==> images/placement_by_type.png <==
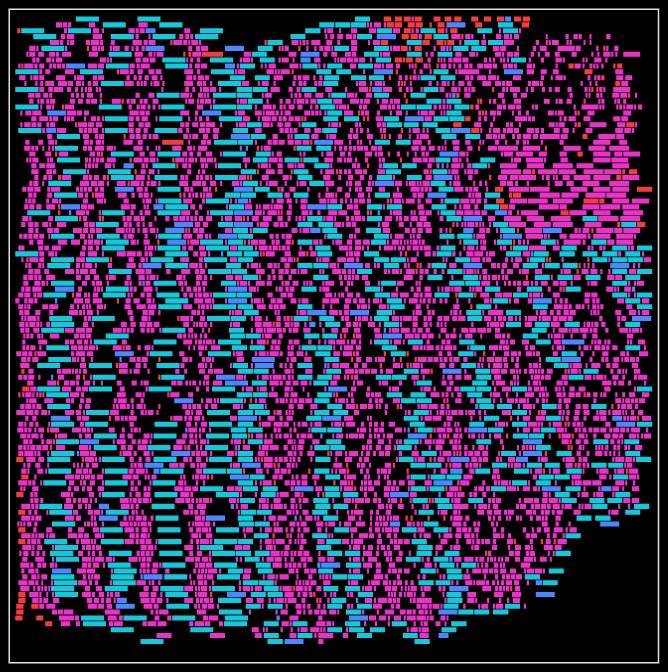
==> images/clocks.png <==
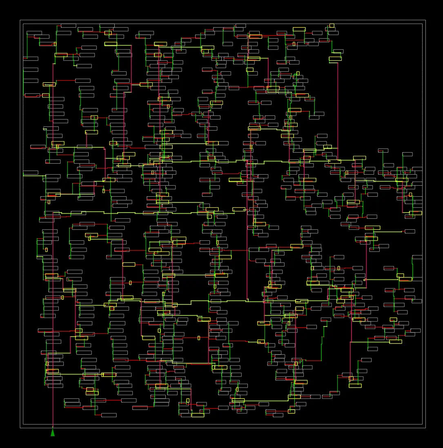
==> images/flops_by_reg.png <==
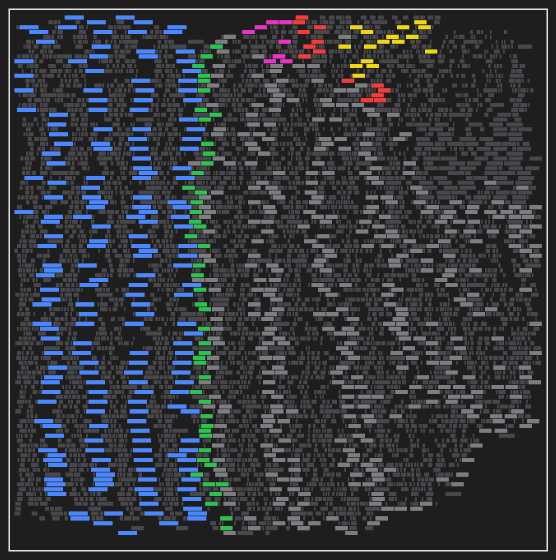
==> images/clk_routes.png <==
Bar = 100 microns.
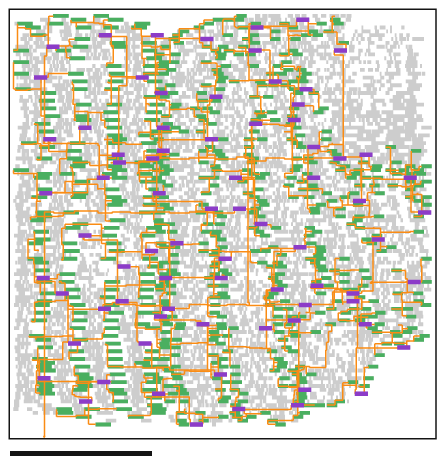
File: src/rtl/mrfm_cic_decim_pkg.sv
// mrfm_cic_decim_pkg
// Shared constants and types for the MRFM CIC decimator.
//   FR_MRFM_DECIM_RATE / FR_MRFM_DECIM_SHIFT : setting-bus addresses of the
//     rate and shift registers. They sit in the FR_MRFM_* address map.
//   cic_cfg_t   : the programmed rate (R-1) and output shift.
//   clamp_shift : limits a written shift value to the accumulator width.
package mrfm_cic_decim_pkg;

  localparam logic [6:0] FR_MRFM_DECIM_RATE  = 7'd72;
  localparam logic [6:0] FR_MRFM_DECIM_SHIFT = 7'd73;
  localparam int         MAX_SHIFT           = 48;

  typedef struct packed {
    logic [7:0] rate;   // R-1
    logic [5:0] shift;  // 0..MAX_SHIFT
  } cic_cfg_t;

  // Shifting by more than the accumulator width has no meaning, so pin it.
  function automatic logic [5:0] clamp_shift(input logic [5:0] s);
    return (s > 6'(MAX_SHIFT)) ? 6'(MAX_SHIFT) : s;
  endfunction

endpackage

File: src/rtl/mrfm_cic_decim_if.sv
// mrfm_cic_decim_if
// Groups the setting bus and the sample streams of the CIC decimator.
//   serial_strobe/addr/data : setting-bus write
//   strobe_in/sample_in     : full-rate input samples
//   strobe_out/sample_out   : decimated output, feeds the biquad IIR
// master: the driving side (bus master / upstream source and downstream sink)
// slave : the decimator
interface mrfm_cic_decim_if;
  logic        serial_strobe;
  logic [6:0]  serial_addr;
  logic [31:0] serial_data;
  logic        strobe_in;
  logic [15:0] sample_in;
  logic        strobe_out;
  logic [15:0] sample_out;

  modport master (
    output serial_strobe, serial_addr, serial_data, strobe_in, sample_in,
    input  strobe_out, sample_out
  );

  modport slave (
    input  serial_strobe, serial_addr, serial_data, strobe_in, sample_in,
    output strobe_out, sample_out
  );
endinterface

File: src/rtl/mrfm_cic_decim_comb_stage.sv
// mrfm_cic_decim_comb_stage
// One CIC comb stage: y = x - x_delayed, with the delay register advanced
// only on valid input. Output valid is the input valid delayed one clock.
// Ports:
//   clock  : system clock
//   i_clr  : synchronous clear of data, delay and valid (reset or rate change)
//   i_vld  : input valid
//   i_x    : input value
//   o_vld  : output valid
//   o_y    : comb output
module mrfm_cic_decim_comb_stage #(
  parameter int W = 48
) (
  input  logic                clock,
  input  logic                i_clr,
  input  logic                i_vld,
  input  logic signed [W-1:0] i_x,
  output logic                o_vld,
  output logic signed [W-1:0] o_y
);

  logic                r_vld;
  logic signed [W-1:0] r_y;
  logic signed [W-1:0] r_dly;

  always_ff @(posedge clock) begin
    if (i_clr) begin
      r_vld <= 1'b0;
      r_y   <= '0;
      r_dly <= '0;
    end else begin
      r_vld <= i_vld;
      if (i_vld) begin
        r_y   <= i_x - r_dly;
        r_dly <= i_x;
      end
    end
  end

  assign o_vld = r_vld;
  assign o_y   = r_y;

endmodule

File: src/rtl/mrfm_cic_decim.sv
// mrfm_cic_decim
// Programmable 4-stage CIC decimator (R = 1..256) with rounding right
// shift for gain normalisation. Upstream of the MRFM biquad IIR.
// Ports:
//   clock : system clock
//   reset : synchronous, active-high
//   bus   : mrfm_cic_decim_if.slave (setting bus, strobe_in/sample_in,
//           strobe_out/sample_out)
// Build option:
//   MRFM_DECIM_SAT_EN : saturate the output to 16 bits and keep a sticky
//                       overflow flag (r_ovf). Otherwise the output wraps.
// Timing: strobe_out rises 6 clocks after the edge that samples the
// decimating strobe_in (1 capture + 4 comb stages + output register).
module mrfm_cic_decim
  import mrfm_cic_decim_pkg::*;
#(
  parameter int         N_STAGES   = 4,
  parameter int         ACC_WIDTH  = 48,
  parameter logic [6:0] RATE_ADDR  = FR_MRFM_DECIM_RATE,
  parameter logic [6:0] SHIFT_ADDR = FR_MRFM_DECIM_SHIFT
) (
  input  logic               clock,
  input  logic               reset,
  mrfm_cic_decim_if.slave    bus
);

  localparam logic signed [ACC_WIDTH-1:0] SAT_MAX = 32767;
  localparam logic signed [ACC_WIDTH-1:0] SAT_MIN = -32768;

  // ---------------------------------------------------------------- settings
  cic_cfg_t r_cfg;
  logic     w_rate_wr;
  logic     w_shift_wr;
  logic     w_clr;
  logic     w_unused;

  assign w_rate_wr  = bus.serial_strobe && (bus.serial_addr == RATE_ADDR);
  assign w_shift_wr = bus.serial_strobe && (bus.serial_addr == SHIFT_ADDR);
  // A rate change restarts the filter from zero so old and new rates never mix.
  assign w_clr      = reset || w_rate_wr;
  assign w_unused   = &{1'b0, bus.serial_data[31:8]};

  always_ff @(posedge clock) begin
    if (reset) begin
      r_cfg <= '0;
    end else begin
      if (w_rate_wr)  r_cfg.rate  <= bus.serial_data[7:0];
      if (w_shift_wr) r_cfg.shift <= clamp_shift(bus.serial_data[5:0]);
    end
  end

  // ------------------------------------------------------------ integrators
  logic signed [ACC_WIDTH-1:0] r_integ [N_STAGES];
  logic signed [ACC_WIDTH-1:0] w_x_ext;

  assign w_x_ext = {{(ACC_WIDTH-16){bus.sample_in[15]}}, bus.sample_in};

  // Modulo-2^ACC_WIDTH wrap is intentional: the combs undo it exactly.
  always_ff @(posedge clock) begin
    if (w_clr) begin
      for (int k = 0; k < N_STAGES; k++) r_integ[k] <= '0;
    end else if (bus.strobe_in) begin
      r_integ[0] <= r_integ[0] + w_x_ext;
      for (int k = 1; k < N_STAGES; k++) r_integ[k] <= r_integ[k] + r_integ[k-1];
    end
  end

  // ---------------------------------------------------- decimation counter
  logic [7:0] r_cnt;
  logic       w_dec;

  assign w_dec = bus.strobe_in && (r_cnt == r_cfg.rate);

  always_ff @(posedge clock) begin
    if (w_clr)              r_cnt <= '0;
    else if (bus.strobe_in) r_cnt <= w_dec ? 8'd0 : r_cnt + 8'd1;
  end

  // ------------------------------------------- capture + comb pipeline
  // vld_pipe[0]: decimating strobe seen; vld_pipe[1]: integrator captured.
  logic [1:0]                  r_vld_pipe;
  logic signed [ACC_WIDTH-1:0] r_cap;

  always_ff @(posedge clock) begin
    if (w_clr) begin
      r_vld_pipe <= '0;
      r_cap      <= '0;
    end else begin
      r_vld_pipe <= {r_vld_pipe[0], w_dec};
      if (r_vld_pipe[0]) r_cap <= r_integ[N_STAGES-1];
    end
  end

  logic                        w_comb_vld [N_STAGES+1];
  logic signed [ACC_WIDTH-1:0] w_comb_dat [N_STAGES+1];

  assign w_comb_vld[0] = r_vld_pipe[1];
  assign w_comb_dat[0] = r_cap;

  for (genvar g = 0; g < N_STAGES; g++) begin : g_comb
    mrfm_cic_decim_comb_stage #(.W(ACC_WIDTH)) u_comb (
      .clock (clock),
      .i_clr (w_clr),
      .i_vld (w_comb_vld[g]),
      .i_x   (w_comb_dat[g]),
      .o_vld (w_comb_vld[g+1]),
      .o_y   (w_comb_dat[g+1])
    );
  end

  // ------------------------------------------------------ output formatting
  logic signed [ACC_WIDTH-1:0] w_y;
  logic signed [ACC_WIDTH-1:0] w_shifted;
  logic signed [ACC_WIDTH-1:0] w_scaled;
  logic        [ACC_WIDTH-1:0] w_half_vec;
  logic                        w_rbit;
  logic        [15:0]          w_fmt;

  assign w_y        = w_comb_dat[N_STAGES];
  // Kept as its own signal so the shift stays arithmetic.
  assign w_shifted  = w_y >>> r_cfg.shift;
  // Bit shift-1 of the unshifted value is the half-LSB for round half up.
  // With shift=0 the subtraction wraps to 63, which shifts everything out.
  assign w_half_vec = w_y >> (r_cfg.shift - 6'd1);
  assign w_rbit     = (r_cfg.shift != 6'd0) & w_half_vec[0];
  assign w_scaled   = w_shifted + ACC_WIDTH'(w_rbit);

`ifdef MRFM_DECIM_SAT_EN
  logic w_clip;
  logic r_ovf;

  always_comb begin
    w_fmt  = w_scaled[15:0];
    w_clip = 1'b0;
    if (w_scaled > SAT_MAX) begin
      w_fmt  = 16'h7fff;
      w_clip = 1'b1;
    end else if (w_scaled < SAT_MIN) begin
      w_fmt  = 16'h8000;
      w_clip = 1'b1;
    end
  end
`else
  always_comb begin
    w_fmt = w_scaled[15:0];
  end
`endif

  logic        r_strobe_out;
  logic [15:0] r_sample_out;

  always_ff @(posedge clock) begin
    if (reset) begin
      r_strobe_out <= 1'b0;
      r_sample_out <= '0;
`ifdef MRFM_DECIM_SAT_EN
      r_ovf        <= 1'b0;
`endif
    end else if (w_rate_wr) begin
      // Anything still in flight belongs to the old rate; drop it.
      r_strobe_out <= 1'b0;
    end else begin
      r_strobe_out <= w_comb_vld[N_STAGES];
      if (w_comb_vld[N_STAGES]) begin
        r_sample_out <= w_fmt;
`ifdef MRFM_DECIM_SAT_EN
        if (w_clip) r_ovf <= 1'b1;
`endif
      end
    end
  end

  assign bus.strobe_out = r_strobe_out;
  assign bus.sample_out = r_sample_out;

endmodule

File: src/flat_wrapper.sv
// flat-port wrapper written by rule: the top's interface ports become plain ports
module mrfm_cic_decim_flat import mrfm_cic_decim_pkg::*;
#(
  parameter int         N_STAGES   = 4,
  parameter int         ACC_WIDTH  = 48,
  parameter logic [6:0] RATE_ADDR  = FR_MRFM_DECIM_RATE,
  parameter logic [6:0] SHIFT_ADDR = FR_MRFM_DECIM_SHIFT
)
  (clock, reset, bus_serial_strobe, bus_serial_addr, bus_serial_data, bus_strobe_in, bus_sample_in, bus_strobe_out, bus_sample_out);
  mrfm_cic_decim_if bus_i ();
  input  logic clock;
  input  logic reset;
  input wire logic [$bits(bus_i.serial_strobe)-1:0] bus_serial_strobe;
  input wire logic [$bits(bus_i.serial_addr)-1:0] bus_serial_addr;
  input wire logic [$bits(bus_i.serial_data)-1:0] bus_serial_data;
  input wire logic [$bits(bus_i.strobe_in)-1:0] bus_strobe_in;
  input wire logic [$bits(bus_i.sample_in)-1:0] bus_sample_in;
  output wire logic [$bits(bus_i.strobe_out)-1:0] bus_strobe_out;
  output wire logic [$bits(bus_i.sample_out)-1:0] bus_sample_out;
  assign bus_i.serial_strobe = bus_serial_strobe;
  assign bus_i.serial_addr = bus_serial_addr;
  assign bus_i.serial_data = bus_serial_data;
  assign bus_i.strobe_in = bus_strobe_in;
  assign bus_i.sample_in = bus_sample_in;
  assign bus_strobe_out = bus_i.strobe_out;
  assign bus_sample_out = bus_i.sample_out;
  mrfm_cic_decim #(.N_STAGES(N_STAGES), .ACC_WIDTH(ACC_WIDTH), .RATE_ADDR(RATE_ADDR), .SHIFT_ADDR(SHIFT_ADDR)) u_core (.clock(clock), .reset(reset), .bus(bus_i));
endmodule
File: config.mk
export PLATFORM = sky130hd
export DESIGN_NAME = mrfm_cic_decim_flat
export DESIGN_NICKNAME = d
export VERILOG_FILES = /design/src/rtl/mrfm_cic_decim_pkg.sv /design/src/rtl/mrfm_cic_decim_if.sv /design/src/rtl/mrfm_cic_decim_comb_stage.sv /design/src/rtl/mrfm_cic_decim.sv /design/src/flat_wrapper.sv
export SDC_FILE = /design/constraint.sdc
export NUM_CORES = 2
export LEC_CHECK = 0
export CORE_AREA = 2 2 298 300
export DETAILED_ROUTE_END_ITERATION = 8
export DIE_AREA = 0 0 300 302
export GPL_TIMING_DRIVEN = 0
export MAX_ROUTING_LAYER = met4
export PLACE_DENSITY_LB_ADDON = 0.2
export SLEW_MARGIN = 20
export SYNTH_ARGS = -nofsm -noshare
export SYNTH_HDL_FRONTEND = slang
export SYNTH_SLANG_ARGS = --single-unit
export TNS_END_PERCENT = 30
File: constraint.sdc
create_clock -name clock -period 12.5 [get_ports clock]
set_clock_uncertainty 0.1 [all_clocks]
set_input_delay 2.5 -clock clock [delete_from_list [all_inputs] [get_ports clock]]
set_output_delay 2.5 -clock clock [all_outputs]
set_load 0.03 [all_outputs]
==> reports/results.ini <==
[detailed_routing]
drt-initial-drc-count=2598
drc_errors=0
wl_per_cell_microns=18.81
num_vias=40000
drt-total-wl_mm=127.8
vias_per_cell=5.889
ant_nets=0

[final_layout]
diodes=0
final_cell_mix=nor2_1 (778), dfxtp_1 (477), a21oi_1 (392)
layoutNonFillerInstCount=6792
layout.nets=6015
layout_top_cell=nor2_1
syn_to_final_growth_pct=9.608
nFillCells=7937

[sta]
final.setup.worst_slack_ns=5.860
slew_viol_final=0
relSlewSlack=0.1956
fmax_ghz=0.1506
setup_viol=0
min_period_over_period=0.5312
whs_ns=0.3666
final_hold_viol_count=0
setup_tns_ns=0
worstMarginPinSlew_ns=1.191

[synthesis]
synthSimpleGateAreaFrac=0.1583
synth.largest_area_cell=dfxtp_1
top_cell_area_share=0.2008
fp_nets=5884
synth.avg_cell_area_sq_um=8.749
ys_cells=5436
synth-xor-area-share=0.06188
ys.flop_type=dfxtp_1
synth_seq_share=0.3220
ys_chip_area_sq_mm=0.04756
synth_cell_types=93
synthTopCellsByCount=nor2_1 (778), dfxtp_1 (477), a21oi_1 (392)
synth_flops=669
synth_cells=5436
top_logic_kind=AND-OR/OR-AND gates

[outcome]
outcome=finished, final reports clean

[pwr]
power_density_mw_per_mm2=130.2
power_w=0.006788

[critical_path]
worstSetupPathType=input port to flop
r2r_end=u_core.bus.sample_out[12]
cpMostUsedCell=clkbuf_1
cp-endpoint=u_core.g_comb[3].u_comb.o_y[41]
worst_path_max_delay_cell=clkbuf_1
slowest_delay_ns=0.89
r2r_start=u_core.r_cfg[0]
end_kind=flop
cp_cell_sequence=clkdlybuf4s50_1, nand2_1, nor3_1, nand3_1, nor2_1, buf_1, or2_2, clkbuf_1, clkbuf_1, clkbuf_1, clkbuf_1, nor2_1
critPathLaunchType=input port

[place]
io_buffers=50
placed_area_sq_mm=0.04958
placedCellCount=6653
routabilityCongestion=0.9865
hpwl_mm=100.6
place_ws_ns=5.174

[global_routing]
track_usage=0.2865
grt-ovfl-total=0
grt_pass1_wl_mm=203.9
grt_max_degree=81
antenna_found_initial=0

[job]
cap_violations=0
warnings=51

[die]
fp_util=0.5432

[clock_tree]
htree_levels=3
cts_buffer_depth=3
cts_root_buf=clkbuf_16
cts_tree=built
cts.sinks=669

[worst_hold_path]
hold_end=u_core.bus.sample_out[2]
hp-class=flop to flop
hold_depth=2

Back to the opening pictures, placement_by_type.png:
remaining buffers and delay cells -> red  # cells 308, share of their area 3.3%
combinational and other logic -> magenta  # cells 4511, share of their area 61%
clock drivers and dummy loads -> blue  # cells 139, share of their area 5.0%
sequential cells -> cyan  # cells 669, share of their area 30%
Layout Utilization: 0.5954
Std-Cell Rows: 109
CORE AREA: 0.08756 sq mm
Design Area, Final: 0.05213 sq mm
Seq area share: 0.2938

Back to the opening pictures, clocks.png:
CTS Buf Count: 77
Clock net power: 0.00228 W
Clock Buffer Count: 120

Back to the opening pictures, flops_by_reg.png:
u_core.r_cfg -> red  # sequential cells 14, where top centre
u_core.r_integ -> blue  # sequential cells 192
u_core.r_cap -> green  # sequential cells 48
u_core.r_cnt -> magenta  # sequential cells 8, where top centre
u_core.bus.sample_out -> yellow  # sequential cells 16
not coloured = 391
sequential cell area: 0.01531 sq mm
sequential power: 0.00246 W

Back to the opening pictures, clk_routes.png:
clock wires -> orange  # length 9200 microns
flip-flops -> green  # count 669
clock drivers -> purple  # count 77
routed clock nets = 78
flops lie = widely spread
Clock Power Share: 0.336
clk latency late pin: 0.64 ns

## final cells by class
cell class,instances,area [sq um],area share
multi-input combinational,4219,30030,0.5761
clock buffer,120,2333,0.04476
timing repair buffer,52,550.5,0.01056
buffer,256,1120,0.02148
tap,1165,1458,0.02796
sequential,669,15310,0.2938
inverter,292,1104,0.02117
clock inverter,19,216.5,0.004152
## critical path: cells and delay by family
| family | cells | cell delay (ns) |
|---|---|---|
| simple gates | 6 | 0.80 |
| buf+inv | 6 | 3.69 |
## per-layer routing
layer	vias up	global-route usage	wire length, microns
li1	19950	-	-
met1	18750	0.3229	52690
met2	977	0.5191	64660
met3	320	0.02837	4751
met4	0	0.1161	5675
met5	-	-	0
## sequential cells by signal, summed over array words and instances (netlist names)
signal / count
u_core.r_vld_pipe: 2
u_core.g_comb.u_comb.o_vld: 4
u_core.r_integ: 192
u_core.r_cnt: 8
u_core.g_comb.u_comb.o_y: 192
u_core.bus.sample_out: 16
u_core.bus.strobe_out: 1
u_core.r_cap: 48
u_core.r_cfg: 14
u_core.g_comb.u_comb.r_dly: 192
## cells by family after synthesis
family / count (synthesis)
AND-OR/OR-AND: 1345
XOR/XNOR: 336
adder cells (fa/ha/maj): 389
buffers and inverters: 548
flip-flops: 669
multiplexers: 479
AND/OR/NAND/NOR: 1670
## report_power, final
part | internal (W) | total (W) | switching, W | leakage (nW)
clock network | 0.00135 | 0.00228 | 0.000935 | 1.25
registers | 0.00236 | 0.00246 | 0.0000946 | 5.97
logic | 0.000853 | 0.00205 | 0.00120 | 14.3
total | 0.00456 | 0.00679 | 0.00223 | 21.5
Power figures rest on the tool's default switching activity, not on a simulated workload.
